==> src/rtl/muldiv_ctrl.sv <==
// muldiv_ctrl: HI/LO owner and IDLE/RUN sequencer for external multiply and divide units.
module muldiv_ctrl #(
   parameter int TIMEOUT = 40
) (
   input  logic        clk,
   input  logic        rst,
   input  logic        i_req_valid,
   input  logic        i_req_op,
   input  logic [31:0] i_req_a,
   input  logic [31:0] i_req_b,
   output logic        o_req_ready,
   input  logic        i_flush,
   output logic [31:0] o_opnd_a,
   output logic [31:0] o_opnd_b,
   output logic        o_mul_en,
   input  logic        i_mul_stall,
   input  logic [31:0] i_mul_hi,
   input  logic [31:0] i_mul_lo,
   output logic        o_div_en,
   input  logic        i_div_stall,
   input  logic [31:0] i_div_hi,
   input  logic [31:0] i_div_lo,
   input  logic        i_mt_en,
   input  logic        i_mt_sel,
   input  logic [31:0] i_mt_data,
   output logic [31:0] o_hi,
   output logic [31:0] o_lo,
   output logic        o_hilo_busy,
   output logic        o_done,
   output logic        o_err
);
   localparam int CW = $clog2(TIMEOUT + 1);
   typedef enum logic {S_IDLE, S_RUN} state_t;
   state_t        r_state, w_next;
   logic [CW-1:0] r_cnt;
   logic          r_op, r_done, r_err;
   logic [31:0]   r_opnd_a, r_opnd_b, r_hi, r_lo;
   logic          w_run, w_stall, w_accept, w_complete, w_timeout;
   always_comb begin
      w_run      = r_state == S_RUN;
      w_stall    = r_op ? i_div_stall : i_mul_stall;
      w_accept   = !w_run && i_req_valid && !i_flush;
      // flush beats both completion and timeout on the same edge
      w_complete = w_run && !i_flush && !w_stall;
      w_timeout  = w_run && !i_flush && w_stall && r_cnt == CW'(TIMEOUT - 1);
      w_next     = r_state;
      if (w_accept) w_next = S_RUN;
      if (w_run && (i_flush || w_complete || w_timeout)) w_next = S_IDLE;
   end
   always_ff @(posedge clk) begin
      if (rst) begin
         r_state  <= S_IDLE;
         r_cnt    <= '0;
         r_op     <= 1'b0;
         r_done   <= 1'b0;
         r_err    <= 1'b0;
         r_opnd_a <= '0;
         r_opnd_b <= '0;
         r_hi     <= '0;
         r_lo     <= '0;
      end else begin
         r_state <= w_next;
         r_done  <= w_complete;
         if (w_timeout) r_err <= 1'b1;
         if (w_accept) begin
            r_opnd_a <= i_req_a;
            r_opnd_b <= i_req_b;
            r_op     <= i_req_op;
            r_cnt    <= '0;
         end else if (w_run) r_cnt <= r_cnt + CW'(1);
         if (w_complete) begin
            r_hi <= r_op ? i_div_hi : i_mul_hi;
            r_lo <= r_op ? i_div_lo : i_mul_lo;
         end
         if (!w_run && i_mt_en && i_mt_sel) r_hi <= i_mt_data;
         if (!w_run && i_mt_en && !i_mt_sel) r_lo <= i_mt_data;
      end
   end
   assign o_req_ready = !w_run;
   assign o_hilo_busy = w_run;
   assign o_mul_en    = w_run && !r_op;
   assign o_div_en    = w_run && r_op;
   assign o_opnd_a    = r_opnd_a;
   assign o_opnd_b    = r_opnd_b;
   assign o_hi        = r_hi;
   assign o_lo        = r_lo;
   assign o_done      = r_done;
   assign o_err       = r_err;
endmodule

==> config.mk <==
export PLATFORM = sky130hd
export DESIGN_NAME = muldiv_ctrl
export DESIGN_NICKNAME = d
export VERILOG_FILES = /design/src/rtl/muldiv_ctrl.sv
export SDC_FILE = /design/constraint.sdc
export NUM_CORES = 1
export LEC_CHECK = 0
export CORE_MARGIN = 2
export CORE_UTILIZATION = 36
export CTS_CLUSTER_SIZE = 14
export DETAILED_ROUTE_END_ITERATION = 8
export PLACE_DENSITY = 0.83
export SLEW_MARGIN = 20
export SYNTH_ARGS = -nofsm -noshare
export SYNTH_HDL_FRONTEND = slang
export SYNTH_SLANG_ARGS = --single-unit
==> constraint.sdc <==
create_clock -name clk -period 1.4 [get_ports clk]
set_clock_uncertainty 0.15 [all_clocks]
set_input_delay 0.21 -clock clk [delete_from_list [all_inputs] [get_ports clk]]
set_output_delay 0.21 -clock clk [all_outputs]
set_load 0.005 [all_outputs]
==> impl_metrics.env <==
# flow metrics
export IMPL_fp_utilization_pct=36.62
export IMPL_wl_met2_um=16570
export IMPL_clk_path_buf_depth=2
export IMPL_comb_power_share_pct=22.6
export IMPL_grt_met2_usage_pct=46.78
export IMPL_synthesis_area_mm2=0.006850
export IMPL_fin_crit_ps=1703
export IMPL_postCtsSetupRepairBufs=10
export IMPL_hold_class="input port to flop"
export IMPL_buffers=458
export IMPL_die_w_um=141.9
export IMPL_busiest_layer="met2"
export IMPL_vias=8262
export IMPL_path_class="flop to flop"
export IMPL_clock_sinks=138
export IMPL_pg_comb_uw=2700
export IMPL_syn_avg_cell_area_um2=8.468
export IMPL_arrival_ps=1850
export IMPL_drv_slew=0
export IMPL_htree_levels=4
export IMPL_wl_met1_um=12800
export IMPL_logic_gates=585
export IMPL_ys_seq_share_pct=40.33
export IMPL_enable_flop_cells=0
export IMPL_wl_um=33170
export IMPL_drt_iter0_drc=597
export IMPL_seq_power_uw=4280
export IMPL_synthArstFlopShare_pct=0
export IMPL_startpoint_type="flop"
export IMPL_n_all_inverters=2
export IMPL_grtUsageMet1_pct=34.76
export IMPL_drive_gt1_share_pct=34.90
export IMPL_placed_area_mm2=0.01123
export IMPL_syn_inst=809
export IMPL_power_uw=11930
export IMPL_cp_depth=6
export IMPL_nFillCells=1279
export IMPL_synth_cell_types=33
export IMPL_reg2reg_slack_ps=-300
export IMPL_final_layout_top_logic_cell="clkdlybuf4s50_1"
export IMPL_grt_overflow_total=0
export IMPL_top_area_cell="dfxtp_1"
export IMPL_status="complete, but fails checks"
export IMPL_p_leak_uw=0.005077
export IMPL_holdPathStages=2
export IMPL_rr_worst_depth=6
export IMPL_top_cell_area_share_pct=40.33
export IMPL_fin_area_mm2=0.01332
export IMPL_cellPowerDensity_mw_per_mm2=896.2
export IMPL_grt_pass1_vias=7499
export IMPL_fmax_mhz=587.4
export IMPL_clockPowerShare_pct=41.6
export IMPL_drtPass1Iterations=5
export IMPL_min_to="o_hi[3]"
export IMPL_antenna_found_initial=0
export IMPL_vias_per_cell=5.702
export IMPL_simple_gate_share_pct=27.67
export IMPL_relSlewSlack_pct=79.88
export IMPL_die_area_mm2=0.02015
export IMPL_rsz0062_at_grt="true"
export IMPL_ys_flops=138
export IMPL_crit_slowest_cell="or3b_4"
export IMPL_cts_tree="done"
export IMPL_synthTopCellsByCount="nand2_1 (195), dfxtp_1 (138), a21oi_1 (68)"
export IMPL_setup_slack_ps=-302.6
export IMPL_clk_latency_ps=420
export IMPL_worst_slew_pin_slew_ps=297.5
export IMPL_area_leaders="dfxtp_1 (40%), nand2_1 (11%), mux2_2 (11%), o221ai_1 (8.2%), nand3b_1 (7.1%)"
export IMPL_track_usage_pct=27.52
export IMPL_comb_area_mm2=0.004637
export IMPL_wl_met3_um=2332
export IMPL_period_used_pct=121.6
export IMPL_maxUsedRoutingLayer="met4"
export IMPL_timing_rr_start="o_hilo_busy"
export IMPL_lay_top_cells="clkdlybuf4s50_1 (231), nand2_1 (147), dfxtp_1 (92)"
export IMPL_logic_family="simple AND/OR/NAND/NOR gates"
export IMPL_clk_root_buffer_cell="clkbuf_16"
export IMPL_power_switching_uw=3197
export IMPL_diodes=0
export IMPL_nClkBuffers=18
export IMPL_fp_nets=1043
export IMPL_port_buffer_count=366
export IMPL_nonClkBufAreaFrac_pct=36.89
export IMPL_dp_slack_ps=-516.7
export IMPL_p_sw_share_pct=26.78
export IMPL_finalNonFillerCells=1449
export IMPL_path_delay_family="simple AND/OR/NAND/NOR gates"
export IMPL_yosysWarningCount=0
export IMPL_hold_viol=0
export IMPL_postCtsResizedCells=216
export IMPL_powerClk_uw=4960
export IMPL_crit_required_ps=1550
export IMPL_ant_nets=0
export IMPL_areaGrowthSynthToFinish_pct=94.39
export IMPL_seq_area_mm2=0.002828
export IMPL_holdCritStartpoint="rst"
export IMPL_yosys_area_mm2=0.006850
export IMPL_synth_xor_area_share_pct=0.5114
export IMPL_p_int_uw=8738
export IMPL_crit_fanout=16
export IMPL_grt_max_degree=42
export IMPL_drc=0
export IMPL_warnings=29
export IMPL_ctsHoldBuffers=0
export IMPL_critPathCaptureType="flop"
export IMPL_tns_ps=-30330
export IMPL_final_clk_cell_share_pct=4.782
export IMPL_crit_start="o_hilo_busy"
export IMPL_flop_cell="dfxtp_1"
export IMPL_dp_cells=1380
export IMPL_grt_pass1_wl_um=42390
export IMPL_p_seq_share_pct=35.8
export IMPL_die_h_um=141.9
export IMPL_cts_buffers=17
export IMPL_final_nets=1436
export IMPL_dp_hpwl_um=20260
export IMPL_critPathCapture="o_opnd_b[10]"
export IMPL_violations="setup timing"
export IMPL_setup_viol=142
export IMPL_whs_ps=25.97
export IMPL_crit_buf_inv=3
export IMPL_yosys_area_share_adder_pct=0.1826
### Sequential cells grouped by signal name

Other sequential cells in the stronger grey, the rest of the logic in the fainter grey.
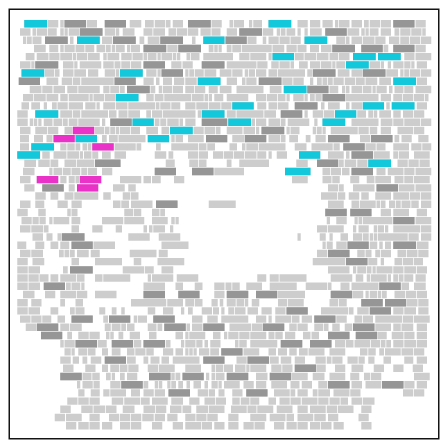
[magenta] r_cnt | sequential cells: 6
[cyan] o_opnd_b | sequential cells: 32
not coloured: 100

### M4 wires

The bar under the picture is 50 µm long. Supply wires on this layer in grey.
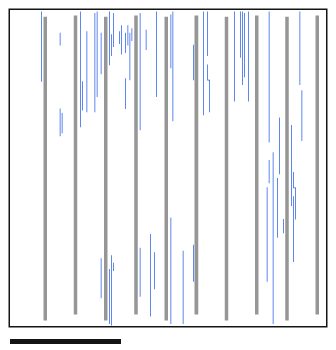
share of all routed wire: 4.4%
wire length on this layer: 1460 µm

### Clock network drawn from the DEF

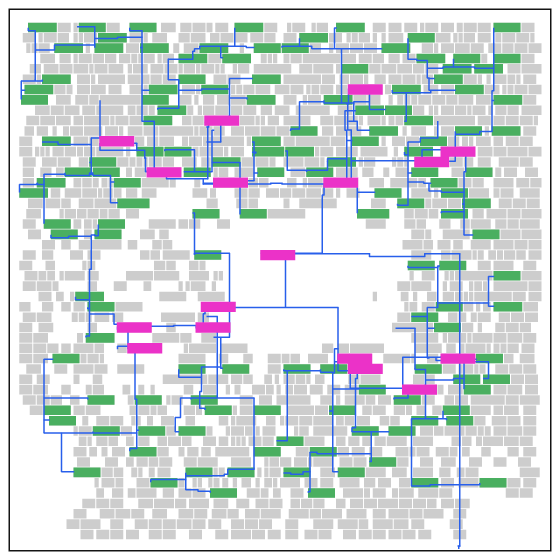
[green] flip-flops | count: 138
[blue] clock wires | length: 1940 µm
[magenta] cells driving clock nets | count: 17
flops lie: widely spread

### Placed standard cells

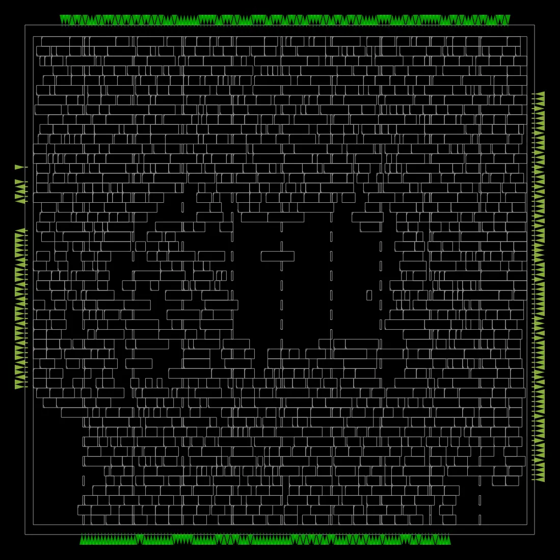
utilization after layout: 71.19%
# rows: 50
total core area: 0.01871 mm²
Tapcell Cnt: 234
flop share of the area: 21.23%

